`src/rtl/gcd_operand_feeder.sv`:
```
// rtl/gcd_operand_feeder.sv - sequences reset, X/Y operand entry and Halt capture for the GCD processor.
// Optional WAIT_HALT watchdog enabled by defining GCD_FEED_TIMEOUT_EN.
module gcd_operand_feeder #(
  parameter int DATA_W       = 8,
  parameter int RST_CYCLES   = 2,
  parameter int SETUP_CYCLES = 3,
  parameter int ENTER_HOLD   = 3,
  parameter int GAP_CYCLES   = 3
`ifdef GCD_FEED_TIMEOUT_EN
  ,
  parameter int TIMEOUT      = 1023
`endif
) (
  input  logic              clock,
  input  logic              reset,
  input  logic              start,
  input  logic [DATA_W-1:0] x_in,
  input  logic [DATA_W-1:0] y_in,
  output logic              busy,
  output logic              done,
  output logic [DATA_W-1:0] result,
  output logic              timeout_err,
  output logic              proc_reset,
  output logic [DATA_W-1:0] proc_dataIn,
  output logic              proc_enter,
  input  logic              proc_halt,
  input  logic [DATA_W-1:0] proc_dataOut
);

  localparam int MAX_A = (RST_CYCLES > SETUP_CYCLES) ? RST_CYCLES : SETUP_CYCLES;
  localparam int MAX_B = (ENTER_HOLD > GAP_CYCLES) ? ENTER_HOLD : GAP_CYCLES;
  localparam int MAX_P = (MAX_A > MAX_B) ? MAX_A : MAX_B;
  localparam int CW    = $clog2(MAX_P + 1);

  typedef enum logic [3:0] {
    S_IDLE, S_PRST, S_SETUP_X, S_ENTER_X, S_GAP_X,
    S_SETUP_Y, S_ENTER_Y, S_GAP_Y, S_WAIT_HALT, S_DONE
  } state_t;

  state_t            state_q, state_d;
  logic [CW-1:0]     cnt_q, cnt_d;
  logic [DATA_W-1:0] x_q, x_d, y_q, y_d;
  logic [DATA_W-1:0] result_q, result_d;
  logic [DATA_W-1:0] din_q, din_d;
  logic              busy_q, busy_d, done_q, done_d;
  logic              prst_q, prst_d, enter_q, enter_d;
  logic              terr_q, terr_d;

  // Counter preload on state entry: the state then lasts exactly N cycles.
  function automatic logic [CW-1:0] load_for(input state_t s);
    case (s)
      S_PRST:               load_for = CW'(RST_CYCLES - 1);
      S_SETUP_X, S_SETUP_Y: load_for = CW'(SETUP_CYCLES - 1);
      S_ENTER_X, S_ENTER_Y: load_for = CW'(ENTER_HOLD - 1);
      S_GAP_X, S_GAP_Y:     load_for = CW'(GAP_CYCLES - 1);
      default:              load_for = '0;
    endcase
  endfunction

`ifdef GCD_FEED_TIMEOUT_EN
  localparam int WDW = $clog2(TIMEOUT + 1);
  logic [WDW-1:0] wd_q, wd_d;
`endif

  always_comb begin
    state_d  = state_q;
    cnt_d    = cnt_q;
    x_d      = x_q;
    y_d      = y_q;
    result_d = result_q;
    case (state_q)
      S_IDLE: if (start) begin
        x_d     = x_in;
        y_d     = y_in;
        state_d = S_PRST;
      end
      S_PRST:    if (cnt_q == '0) state_d = S_SETUP_X;
      S_SETUP_X: if (cnt_q == '0) state_d = S_ENTER_X;
      S_ENTER_X: if (cnt_q == '0) state_d = S_GAP_X;
      S_GAP_X:   if (cnt_q == '0) state_d = S_SETUP_Y;
      S_SETUP_Y: if (cnt_q == '0) state_d = S_ENTER_Y;
      S_ENTER_Y: if (cnt_q == '0) state_d = S_GAP_Y;
      S_GAP_Y:   if (cnt_q == '0) state_d = S_WAIT_HALT;
      S_WAIT_HALT: begin
`ifdef GCD_FEED_TIMEOUT_EN
        // The watchdog has already pulsed in this final cycle, so it wins over a late Halt.
        if (wd_q == WDW'(TIMEOUT - 1)) begin
          state_d = S_IDLE;
        end else
`endif
        if (proc_halt) begin
          result_d = proc_dataOut;
          state_d  = S_DONE;
        end
      end
      S_DONE:  state_d = S_IDLE;
      default: state_d = S_IDLE;
    endcase

    if (state_d != state_q) cnt_d = load_for(state_d);
    else if (cnt_q != '0)   cnt_d = cnt_q - CW'(1);

    // Outputs are registered from the next state so they line up with state_q.
    busy_d  = (state_d != S_IDLE);
    done_d  = (state_d == S_DONE);
    prst_d  = (state_d inside {S_IDLE, S_PRST});
    enter_d = (state_d inside {S_ENTER_X, S_ENTER_Y});
    if (state_d inside {S_SETUP_X, S_ENTER_X, S_GAP_X})
      din_d = x_d;
    else if (state_d inside {S_SETUP_Y, S_ENTER_Y, S_GAP_Y, S_WAIT_HALT})
      din_d = y_d;
    else
      din_d = '0;

`ifdef GCD_FEED_TIMEOUT_EN
    wd_d   = (state_d == S_WAIT_HALT && state_q == S_WAIT_HALT) ? wd_q + WDW'(1) : '0;
    terr_d = (state_d == S_WAIT_HALT) && (wd_d == WDW'(TIMEOUT - 1));
`else
    terr_d = 1'b0;
`endif
  end

  always_ff @(posedge clock) begin
    if (reset) begin
      state_q  <= S_IDLE;
      cnt_q    <= '0;
      x_q      <= '0;
      y_q      <= '0;
      result_q <= '0;
      din_q    <= '0;
      busy_q   <= 1'b0;
      done_q   <= 1'b0;
      prst_q   <= 1'b1;
      enter_q  <= 1'b0;
      terr_q   <= 1'b0;
    end else begin
      state_q  <= state_d;
      cnt_q    <= cnt_d;
      x_q      <= x_d;
      y_q      <= y_d;
      result_q <= result_d;
      din_q    <= din_d;
      busy_q   <= busy_d;
      done_q   <= done_d;
      prst_q   <= prst_d;
      enter_q  <= enter_d;
      terr_q   <= terr_d;
    end
  end

`ifdef GCD_FEED_TIMEOUT_EN
  always_ff @(posedge clock) begin
    if (reset) wd_q <= '0;
    else       wd_q <= wd_d;
  end
`endif

  assign busy        = busy_q;
  assign done        = done_q;
  assign result      = result_q;
  assign timeout_err = terr_q;
  assign proc_reset  = prst_q;
  assign proc_dataIn = din_q;
  assign proc_enter  = enter_q;

endmodule

```
`config.mk`:
```
export PLATFORM = sky130hd
export DESIGN_NAME = gcd_operand_feeder
export DESIGN_NICKNAME = d
export VERILOG_FILES = /design/src/rtl/gcd_operand_feeder.sv
export SDC_FILE = /design/constraint.sdc
export NUM_CORES = 1
export LEC_CHECK = 0
export CORE_UTILIZATION = 46
export CTS_BUF_LIST = sky130_fd_sc_hd__clkbuf_4 sky130_fd_sc_hd__clkbuf_8 sky130_fd_sc_hd__clkbuf_16
export DETAILED_ROUTE_END_ITERATION = 6
export HOLD_SLACK_MARGIN = 0.05
export PLACE_DENSITY = 0.78
export SETUP_SLACK_MARGIN = 0.4
export SLEW_MARGIN = 20
export SYNTH_ARGS = -nofsm -noshare
export SYNTH_HDL_FRONTEND = slang
export SYNTH_SLANG_ARGS = --single-unit
```
`constraint.sdc`:
```
create_clock -name clock -period 1.9 [get_ports clock]
set_input_delay 0.38 -clock clock [delete_from_list [all_inputs] [get_ports clock]]
set_output_delay 0.38 -clock clock [all_outputs]
set_load 0.02 [all_outputs]
```
met2.png
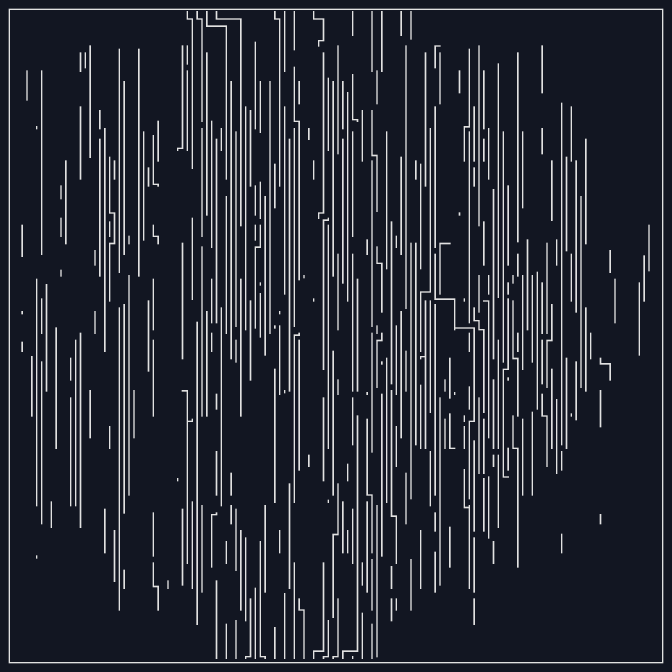
The longest straight run is 32.3 um. 230 nets have wire on it. The layer holds 55% of the routed length. The wires run mostly vertical.

density.png
The die is cut into 6 by 6 equal tiles; white is low, dark blue is high, 0 to 100% covered.
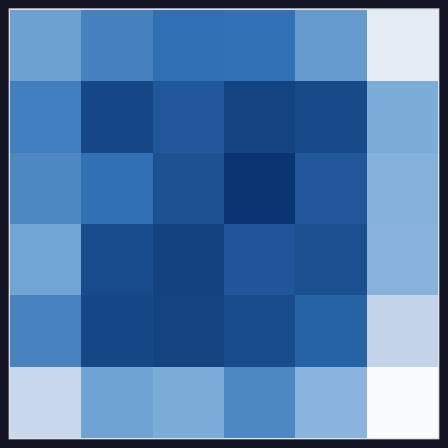
The densest ninth of the die: middle. The mean over all tiles is 67%. The fullest tile reaches 98%.
core box area: 0.00336 mm^2
Initial Util: 0.488
final core occ: 0.770

metal_stack.png
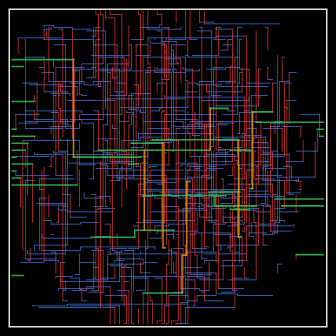
Green shows met3, wire length 222 um. Blue shows met1, wire length 1720 um. Red shows met2, wire length 2560 um. Orange shows met4, wire length 120 um.

final_congestion.png
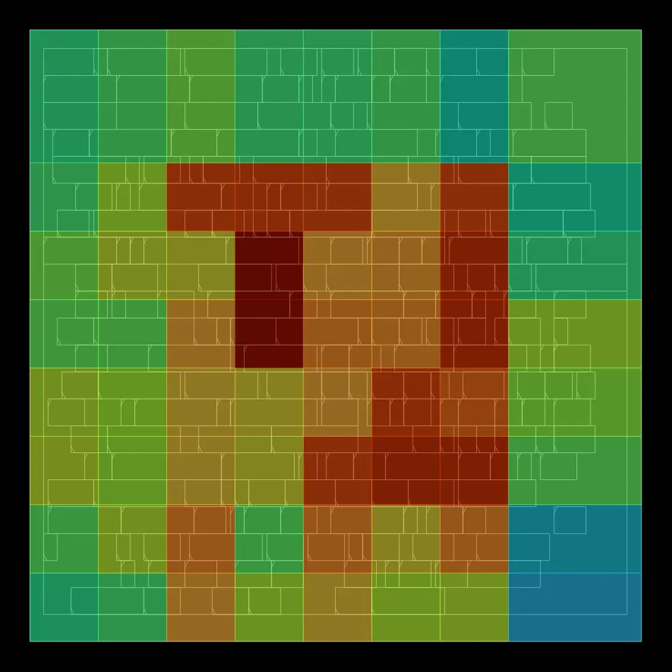
met3 Use GR: 0.0704
Total Routing Usage GR: 0.215
wire per inst: 17.4 um
gr busiest metal: met2
grt met2 use: 0.367

gate_families.png
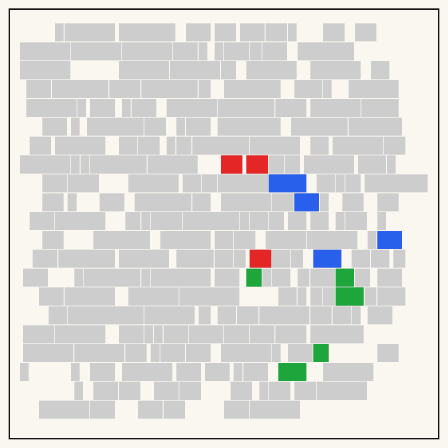
Blue shows AND-OR and OR-AND gates, cells 4, where right middle. Green shows AND and OR gates, cells 5. Red shows XOR/XNOR gates, cells 3.

==> Changelog: implementation <==
### Physical design

* Setup tns final at 0 ns
* Dominant cell area share at 0.513
* CLK BUF at 5
* Clock tree buffer depth at 2
* Startpoint types: register
* Critical Path Sink Type: register
* CP most frequent cell: or3_4
* Status: finished, final reports clean
* Die area at 0.00381 mm^2
* Synth unique cells at 36
* Gr ovfl total at 0
* CP Depth at 4
* Total Wirelength at 4.62 mm
* RSZ-0062 raised after global routing: yes
* Yosys cell count at 161
* Worst vdd ir at 1.00 mV
* Largest power group: sequential cells
* Final setup fails at 0
* Flip-flop and latch area at 851 um^2
* Worst r2r dst: proc_dataIn[0]$_SDFF_PP0_
* Worst Setup EP: proc_dataIn[0]$_SDFF_PP0_
* Total tool warning count at 29
* HP Start: result[2]$_SDFFE_PP0P_
* Comb/total area at 0.379
* Cell Area, Synth at 0.00164 mm^2
* Most instantiated logic cells after routing: dfxtp_1 (38), nor2_1 (28), clkdlybuf4s50_1 (27)
* Area leader, netlist: dfxtp_1
* I/O Pins at 49
* Worst Hold Class: reg -> reg
* Mapped Nets at 190
* Global-route wire length before repair at 5.84 mm
* Sequential share of cell area at 0.329
* Comb pwr at 0.882 mW
* P&R area growth vs syn at 57.9%
* Xor/xnor share of the synthesized area at 0.0160
* P_seq at 1.03 mW
* Logic area at 982 um^2
* Seq pwr share at 0.412
* Fin cells at 266
* Adders+Majority by Area at 0.00763
* Pwr dens at 962 mW/mm^2
* Cycle use final at 0.918
* Met3 wirelength from detailed routing at 221 um
* Tap cell count at 46
* Final Cell Area at 0.00259 mm^2
* # DRC at 0
* Layout Nets at 248
* Post-CTS sizing at 37
* Met1 usage at 0.247
* Crit path DRT at 2.17 ns
* Crit path arrival time at 2.01 ns
* Slowest CP cell: or3_4
* Final Hold Vio Count at 0
* Worst path buffer plus inverter count at 0
* Main synth FF type: dfxtp_1
* Synthesized chip area reported by yosys at 0.00164 mm^2
* Placed cells at 249
* Vias per Instance at 5.42
* Dpl ws at 0.0208 ns
* PortBufs at 47
* Row count at 21
* WHS at 0.509 ns
* Worst Hold Path Cells at 2
* Max-Cap Viols at 0
* Worst reg2reg setup slack at 0.16 ns
* Max-slew violations at 0
* Number of detailed-route iterations in the first pass at 4
* Layout clock area frac at 0.0314
* Mux frac, synth at 0.159
* Critical Path Source: state_q[2]$_SDFF_PP0_
* Setup Fix Bufs, Post-CTS at 5
* Critical path, cell by cell: or3_4 > or3_4 > a21o_4 > o22ai_1
* Metal2 WL at 2.56 mm
* Most frequent cell after synthesis: dfxtp_1
* Most numerous logic cell after layout: dfxtp_1
* Fmax at 0.573 GHz
* Hold-fix buffers, CTS at 0
* Clk. pwr at 0.582 mW
* Sequential cell count at 42
* Top cells by area: dfxtp_1 (51%), mux2i_1 (15%), nor2_1 (6.6%), o22ai_1 (3.1%), o311ai_0 (1.6%)
* #MultiIn Comb at 103
* Sequential area share after synthesis at 0.513
* Top cells by count: dfxtp_1 (42), nor2_1 (29), mux2i_1 (25)
* Switch share at 0.312
* Die Ht at 61.7 um
Power figures rest on the tool's default switching activity, not on a simulated workload.
